Run 1, routed clock nets over the placement:
The bar under the picture is 10 µm long.
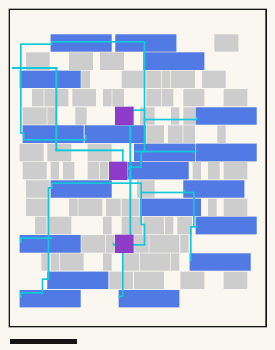
Run 1, the metal 3 layer:
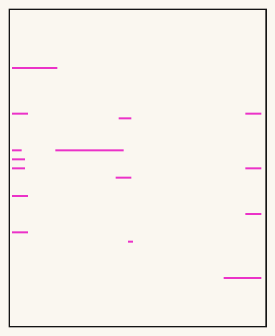
Run 1, local utilization:
8 x 9 tiles, from white (low) to dark blue (high), 0 to 100% covered.
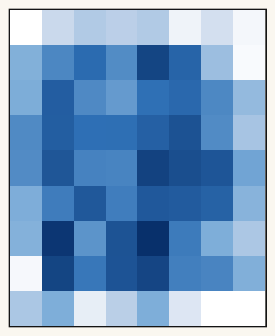
Run 1, ports around the boundary:
Pins as bars across the die edge, other pins in gray.
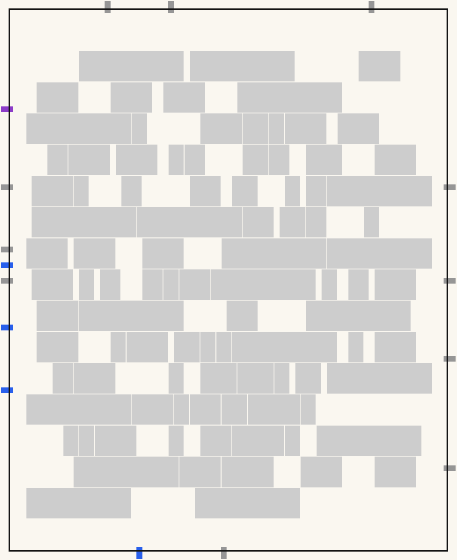
File: src/rtl/comparador_serie_lsb_if.sv
`default_nettype none
// ============================================================================
// Module   : comparador_serie_lsb_if
// Brief    : Start/operand/result bundle for the bit-serial LSB-first comparator.
// Revision : 1.0 - initial release
// ============================================================================
interface comparador_serie_lsb_if #(
    parameter int N = 4
);
    logic         inicio;
    logic [0:N-1] a;
    logic [0:N-1] b;
    logic         ocupado;
    logic         listo;
    logic         a_menor;
    logic         a_igual;
    logic         a_mayor;

    modport master (
        output inicio, a, b,
        input  ocupado, listo, a_menor, a_igual, a_mayor
    );

    modport slave (
        input  inicio, a, b,
        output ocupado, listo, a_menor, a_igual, a_mayor
    );
endinterface
`default_nettype wire

File: src/rtl/comparador_serie_lsb.sv
`default_nettype none
// ============================================================================
// Module   : comparador_serie_lsb
// Brief    : Bit-serial unsigned magnitude comparator, LSB first; each more
//            significant bit overrides the verdict reached so far.
// Revision : 1.0 - initial release
// ============================================================================
module comparador_serie_lsb #(
    parameter int N = 4
) (
    input  wire logic              clk,
    input  wire logic              rst_n,
    comparador_serie_lsb_if.slave  bus
);

    localparam int CW = $clog2(N + 1);
    localparam logic [CW-1:0] c_ultimo = CW'(N - 1);

    typedef enum logic [0:0] {
        REPOSO  = 1'b0,
        COMPARA = 1'b1
    } estado_t;

    typedef enum logic [1:0] {
        IGUAL = 2'd0,
        MENOR = 2'd1,
        MAYOR = 2'd2
    } veredicto_t;

    estado_t      r_estado,  w_estado;
    logic [0:N-1] r_sr_a,    w_sr_a;
    logic [0:N-1] r_sr_b,    w_sr_b;
    logic [CW-1:0] r_cnt,    w_cnt;
    veredicto_t   r_ver,     w_ver;
    veredicto_t   w_ver_bit;
    logic         r_ocupado, w_ocupado;
    logic         r_listo,   w_listo;
    logic         r_menor,   w_menor;
    logic         r_igual,   w_igual;
    logic         r_mayor,   w_mayor;
    logic         w_pa, w_pb;

    always_comb begin
        w_estado  = r_estado;
        w_sr_a    = r_sr_a;
        w_sr_b    = r_sr_b;
        w_cnt     = r_cnt;
        w_ver     = r_ver;
        w_ocupado = r_ocupado;
        w_listo   = 1'b0;
        w_menor   = r_menor;
        w_igual   = r_igual;
        w_mayor   = r_mayor;

        // Bits arrive LSB first, so a differing bit always outranks the older verdict.
        w_pa = r_sr_a[N-1];
        w_pb = r_sr_b[N-1];
        if (!w_pa && w_pb)
            w_ver_bit = MENOR;
        else if (w_pa && !w_pb)
            w_ver_bit = MAYOR;
        else
            w_ver_bit = r_ver;

        case (r_estado)
            REPOSO: begin
                if (bus.inicio) begin
                    w_sr_a    = bus.a;
                    w_sr_b    = bus.b;
                    w_ver     = IGUAL;
                    w_cnt     = '0;
                    w_ocupado = 1'b1;
                    w_estado  = COMPARA;
                end
            end
            COMPARA: begin
                w_ver  = w_ver_bit;
                w_sr_a = {1'b0, r_sr_a[0:N-2]};
                w_sr_b = {1'b0, r_sr_b[0:N-2]};
                w_cnt  = r_cnt + CW'(1);
                if (r_cnt == c_ultimo) begin
                    w_menor   = (w_ver_bit == MENOR);
                    w_igual   = (w_ver_bit == IGUAL);
                    w_mayor   = (w_ver_bit == MAYOR);
                    w_listo   = 1'b1;
                    w_ocupado = 1'b0;
                    w_estado  = REPOSO;
                end
            end
            default: begin
                w_estado  = REPOSO;
                w_ocupado = 1'b0;
            end
        endcase
    end

    always_ff @(posedge clk or negedge rst_n) begin
        if (!rst_n) begin
            r_estado  <= REPOSO;
            r_sr_a    <= '0;
            r_sr_b    <= '0;
            r_cnt     <= '0;
            r_ver     <= IGUAL;
            r_ocupado <= 1'b0;
            r_listo   <= 1'b0;
            r_menor   <= 1'b0;
            r_igual   <= 1'b0;
            r_mayor   <= 1'b0;
        end else begin
            r_estado  <= w_estado;
            r_sr_a    <= w_sr_a;
            r_sr_b    <= w_sr_b;
            r_cnt     <= w_cnt;
            r_ver     <= w_ver;
            r_ocupado <= w_ocupado;
            r_listo   <= w_listo;
            r_menor   <= w_menor;
            r_igual   <= w_igual;
            r_mayor   <= w_mayor;
        end
    end

    assign bus.ocupado = r_ocupado;
    assign bus.listo   = r_listo;
    assign bus.a_menor = r_menor;
    assign bus.a_igual = r_igual;
    assign bus.a_mayor = r_mayor;

endmodule
`default_nettype wire

File: src/flat_wrapper.sv
// flat-port wrapper written by rule: the top's interface ports become plain ports
module comparador_serie_lsb_flat 
#(
    parameter int N = 4
)
  (clk, rst_n, bus_inicio, bus_a, bus_b, bus_ocupado, bus_listo, bus_a_menor, bus_a_igual, bus_a_mayor);
  comparador_serie_lsb_if #(.N(N)) bus_i ();
  input  wire logic clk;
  input  wire logic rst_n;
  input wire logic [$bits(bus_i.inicio)-1:0] bus_inicio;
  input wire logic [$bits(bus_i.a)-1:0] bus_a;
  input wire logic [$bits(bus_i.b)-1:0] bus_b;
  output wire logic [$bits(bus_i.ocupado)-1:0] bus_ocupado;
  output wire logic [$bits(bus_i.listo)-1:0] bus_listo;
  output wire logic [$bits(bus_i.a_menor)-1:0] bus_a_menor;
  output wire logic [$bits(bus_i.a_igual)-1:0] bus_a_igual;
  output wire logic [$bits(bus_i.a_mayor)-1:0] bus_a_mayor;
  assign bus_i.inicio = bus_inicio;
  assign bus_i.a = bus_a;
  assign bus_i.b = bus_b;
  assign bus_ocupado = bus_i.ocupado;
  assign bus_listo = bus_i.listo;
  assign bus_a_menor = bus_i.a_menor;
  assign bus_a_igual = bus_i.a_igual;
  assign bus_a_mayor = bus_i.a_mayor;
  comparador_serie_lsb #(.N(N)) u_core (.clk(clk), .rst_n(rst_n), .bus(bus_i));
endmodule
File: config.mk
export PLATFORM = sky130hd
export DESIGN_NAME = comparador_serie_lsb_flat
export DESIGN_NICKNAME = d
export VERILOG_FILES = /design/src/rtl/comparador_serie_lsb_if.sv /design/src/rtl/comparador_serie_lsb.sv /design/src/flat_wrapper.sv
export SDC_FILE = /design/constraint.sdc
export NUM_CORES = 1
export LEC_CHECK = 0
export CORE_ASPECT_RATIO = 1.25
export CORE_UTILIZATION = 53
export CTS_CLUSTER_DIAMETER = 80
export CTS_CLUSTER_SIZE = 14
export DETAILED_ROUTE_END_ITERATION = 8
export HOLD_SLACK_MARGIN = 0.12
export PLACE_DENSITY_LB_ADDON = 0.2
export SYNTH_ARGS = -nofsm -noshare
export SYNTH_HDL_FRONTEND = slang
export SYNTH_SLANG_ARGS = --single-unit
File: constraint.sdc
create_clock -name clk -period 4 [get_ports clk]
set_input_delay 0.4 -clock clk [delete_from_list [all_inputs] [get_ports clk]]
set_output_delay 0.4 -clock clk [all_outputs]
set_load 0.03 [all_outputs]
==> results.txt, run 1 <==
Purpose: to document the outcome of synthesis and place and route.

Logic synthesis
The share of Yosys cell area claimed by the top area cell type is 55.2%. By area the synthesized netlist is led by dfrtp_1 55%, mux2i_1 10%, o21ai_1 4.7%, ha_1 4.4%, nand2_1 3.9%. The adder and majority gate portion of the synthesized area is 4.36%. For this run, the chip area from Yosys synthesis comes to 861 µm². The synthesis log from Yosys contains 0 warnings. Synthesis produced a netlist with a net count of 93. The most frequent cell after synthesis is dfrtp_1. The dominant register cell is dfrtp_1. In this run, synthesis inferred 0 flip-flops with an integrated enable. Of the total synthesized cell area, the portion taken by XOR and XNOR cells is 0%. Counting flops and latches in the post-synthesis netlist gives 19. The area fraction in mux cells is 10.5%.

The synthesis run identifies the leading combinational cell family as AND-OR/OR-AND gates. The synthesized instance count is 79. After synthesis the cells add up to 861 µm².

Global routing
Entering global routing, the biggest net connects 25 pins. Routing resource usage on met3 recorded by global route was 2.84%. The most used routing layer is met2. The first-pass GRT wire length is 2380 µm.

Detailed routing
Detailed routing placed a total of 42 µm of wire on met3. The number of vias per cell is 5.42. The iteration count of the initial detailed-routing pass is 4. The violation count after the first detailed-routing iteration is 13. The detailed router reports a met2 wire length of 747 µm.

The wire length recorded after detailed routing is 1440 µm. In the routed design, unresolved DRC markers number 0.

Run status
The run finished with clean final reports.

Cells and area
The number of multi-input combinational cells in the layout is 52. The sequential cell count is 19. In the finished layout, the clock tree contains a buffer count of 4.

The portion of the layout cell area used by clock cells is 2.53%. The repair_antennas step left the layout with diodes totalling 0. In the layout the commonest cells are 19 x dfrtp_1, 15 x clkdlybuf4s50_1, 9 x nand2_1, 9 x mux2i_1, 8 x o21ai_1. Of the total standard cell area in the layout, the sequential portion is 45.8%. The non-clock buffer total of the final layout is 15. The combinational gate area is 347 µm². Among logic cells in the layout, the one with the most instances is dfrtp_1. The registers reported with the highest flop counts are u_core.r_sr_a: 4 flops, u_core.r_sr_b: 4 flops, u_core.r_cnt: 3 flops.

Power and ir drop
The fraction of power consumed by sequential logic is 48.1%. The highest-power group is registers. The clock network consumes a total of 96.7 µW.

The report lists the power per cell area as 663 nW/µm². The combinational power share is 37.9%. The flow reports that the clock network draws 14.0% of the design power.

The power consumption is 689 µW. Of the total power, the share spent switching nets is 37.1%. The switching power is 256 µW. Per the OpenROAD power report, leakage power amounts to 0.496 nW.

The power report lists cell-internal power as 433 µW.

Placed design
The placed cell count is 108. After detailed placement, the total cell area comes to 1010 µm².

Timing
The normalized max-slew margin is 44.9%. For the final routed database, the setup TNS stands at 0 ps. Based on the critical path, the design can be clocked at up to 572 MHz.

The shortest period the worst path allows is 1750 ps. The worst slack on hold paths is 501 ps. The post-route fraction of the period consumed by the critical path is 43.7%. The final timing report lists a max-slew violation count of 0.

Hold-check failures listed in the final report amount to 0. After layout, the setup clock skew is reported as 2.69 ps.

CTS
Post-CTS repair changed the size of 0 cells. The CTS report gives the tree buffer count as 3. The clock drives 19 sinks. TritonCTS built the clock tree. The number of buffers on the longest clock path is 2.

Per the CTS log, the root buffer master is clkbuf_4. The clock latency on the worst-skew pair is 290 ps.

Floorplanning
The floorplan step set the die height to 47.1 µm. The report lists the number of standard-cell rows as 15. The die is 38.0 µm wide. The effective utilization at floorplan is 59.6%. According to the I/O placement log, the pin count is 16. The floorplan die area is 1790 µm².

Critical path
The timing report attributes the biggest portion of critical-path delay to buffers and inverters. The register-to-register path setup slack is 2550 ps. The arrival time at the worst endpoint is 1350 ps. The count of buffering cells on the critical path with inverters included is 1. For this run, the slowest stage of the critical path takes 670 ps.

The biggest fanout along the worst timing path is 3. Measured in cells, the most critical reg-to-reg path has a length of 3. For reference, the critical path cell chain is clkdlybuf4s50_1. In this run the worst setup path begins at u_core.bus.ocupado$_DFFE_PN0P_. In this run the number of cells on the critical path is 1.

The class of the most critical setup path is reg2out. The worst setup path endpoint is bus_ocupado.

Min path
The startpoint of the most critical hold path is u_core.bus.a_menor$_DFFE_PN0P_. Counting instances, the worst hold path has a depth of 2.
## Picture notes: 'routed clock nets over the placement'
Key: purple = cells driving clock nets [count 3]; blue = flip-flops [count 19]; cyan = clock wires [length 227 µm]
There are 4 routed clock nets.

## Picture notes: 'the metal 3 layer'
The layer holds 2.9% of the routed length. The wires run mostly horizontal. 12 nets have wire on it. The layer carries 42.3 µm of wire. The longest straight run is 9.90 µm.

## Picture notes: 'local utilization'
31% of the tiles are over 75% full. 4.2% of the tiles are nearly empty. The densest ninth of the die: center. The fullest tile reaches 100%. The mean over all tiles is 57%.

## Picture notes: 'ports around the boundary'
Key: purple = clk [pins 1, direction input, edge west]; blue = bus_a [pins 4, direction input, edge 3 west, 1 south]

==> run 1 -> run 2 <==
Settings changed: CORE_UTILIZATION 53 to 44.
Clock period 4 ns to 1.4 ns, I/O delays scaled along.
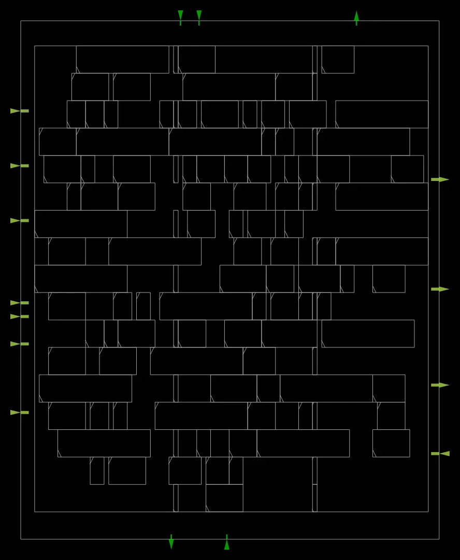
Run 2: placed standard cells
core outline area: 1810 µm²
# rows: 17

==> results.txt, run 2 <==
Purpose: to document the outcome of synthesis and place and route.

Critical path
The class of the most critical setup path is reg2reg. For the worst flop-to-flop path, the logic depth is 5. The cell sequence reported for the critical path is ha_1 > ha_2 > nand2_4 > nor3_2 > a32o_1.

At the worst endpoint, the arrival time is 1500 ps. Along the worst path, the maximum fanout reaches 7. In this design, the stage delay of the slowest critical-path cell is 400 ps.

Cells and area
In the final layout, the clock buffer count is 4. The combinational gate area is 354 µm². The number of multi-input combinational cells in the layout is 52. According to the cell report, flip-flops and latches in the layout number 19. The registers reported with the highest flop counts are u_core.r_sr_a: 4 flops, u_core.r_sr_b: 4 flops, u_core.r_cnt: 3 flops.

Placed design
The cell area after placement is 1050 µm². The number of placed instances, taps included, is 115.

Power and ir drop
For this design the ratio of total power to cell area is 1820 nW/µm². The biggest slice of the total power is consumed by registers. The fraction of power consumed by sequential logic is 45.1%.

The switching power is 723 µW.

Logic synthesis
Counting every net in the synthesized netlist gives 93. The share of Yosys cell area claimed by the top area cell type is 55.2%. Ranked by total cell area, the synthesized netlist is headed by dfrtp_1 55%, mux2i_1 10%, o21ai_1 4.7%, ha_1 4.4%, nand2_1 3.9%. The most common cell in the synthesized netlist is dfrtp_1. The gate count of the mapped netlist is 79.

Counting flops with a built-in enable in the synthesized netlist gives 0. For reference, the top logic cell family by area is AND-OR/OR-AND gates. The synthesized netlist occupies a cell area of 861 µm². Yosys reported a register bit count of 19.

Run status
The flow ran to the end, and the final reports show no timing, DRC or antenna violations.

Global routing
The first global-routing pass estimated 2610 µm of wire.

Timing
Across the routed clock network, the largest skew measured is 1.37 ps. In the final report, the number of hold violations comes to 0. The worst slack on hold paths is 181 ps. The final timing summary puts the cycle share of the worst path at 94.2%.

Detailed routing
The met3 wire length is 45 µm. The detailed-route wire length is 1400 µm.

CTS
Per the CTS log, the root buffer master is clkbuf_4. The report lists the number of cells resized after CTS as 5.

Floorplanning
The floorplan die height is 51.5 µm.
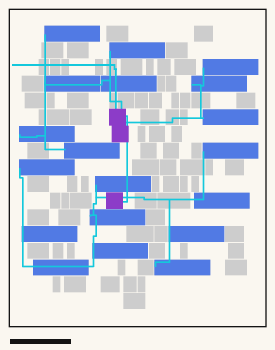
Run 2: routed clock nets over the placement
The bar under the picture is 10 µm long.
Key: purple = cells driving clock nets [count 3]; cyan = clock wires [length 203 µm]; blue = flip-flops [count 19]
There are 4 routed clock nets.
Clk network pwr share: 13.2%
clock latency of the later-clocked register in the worst-skew pair: 280 ps
clock network power: 261 µW

Power figures rest on the tool's default switching activity, not on a simulated workload.
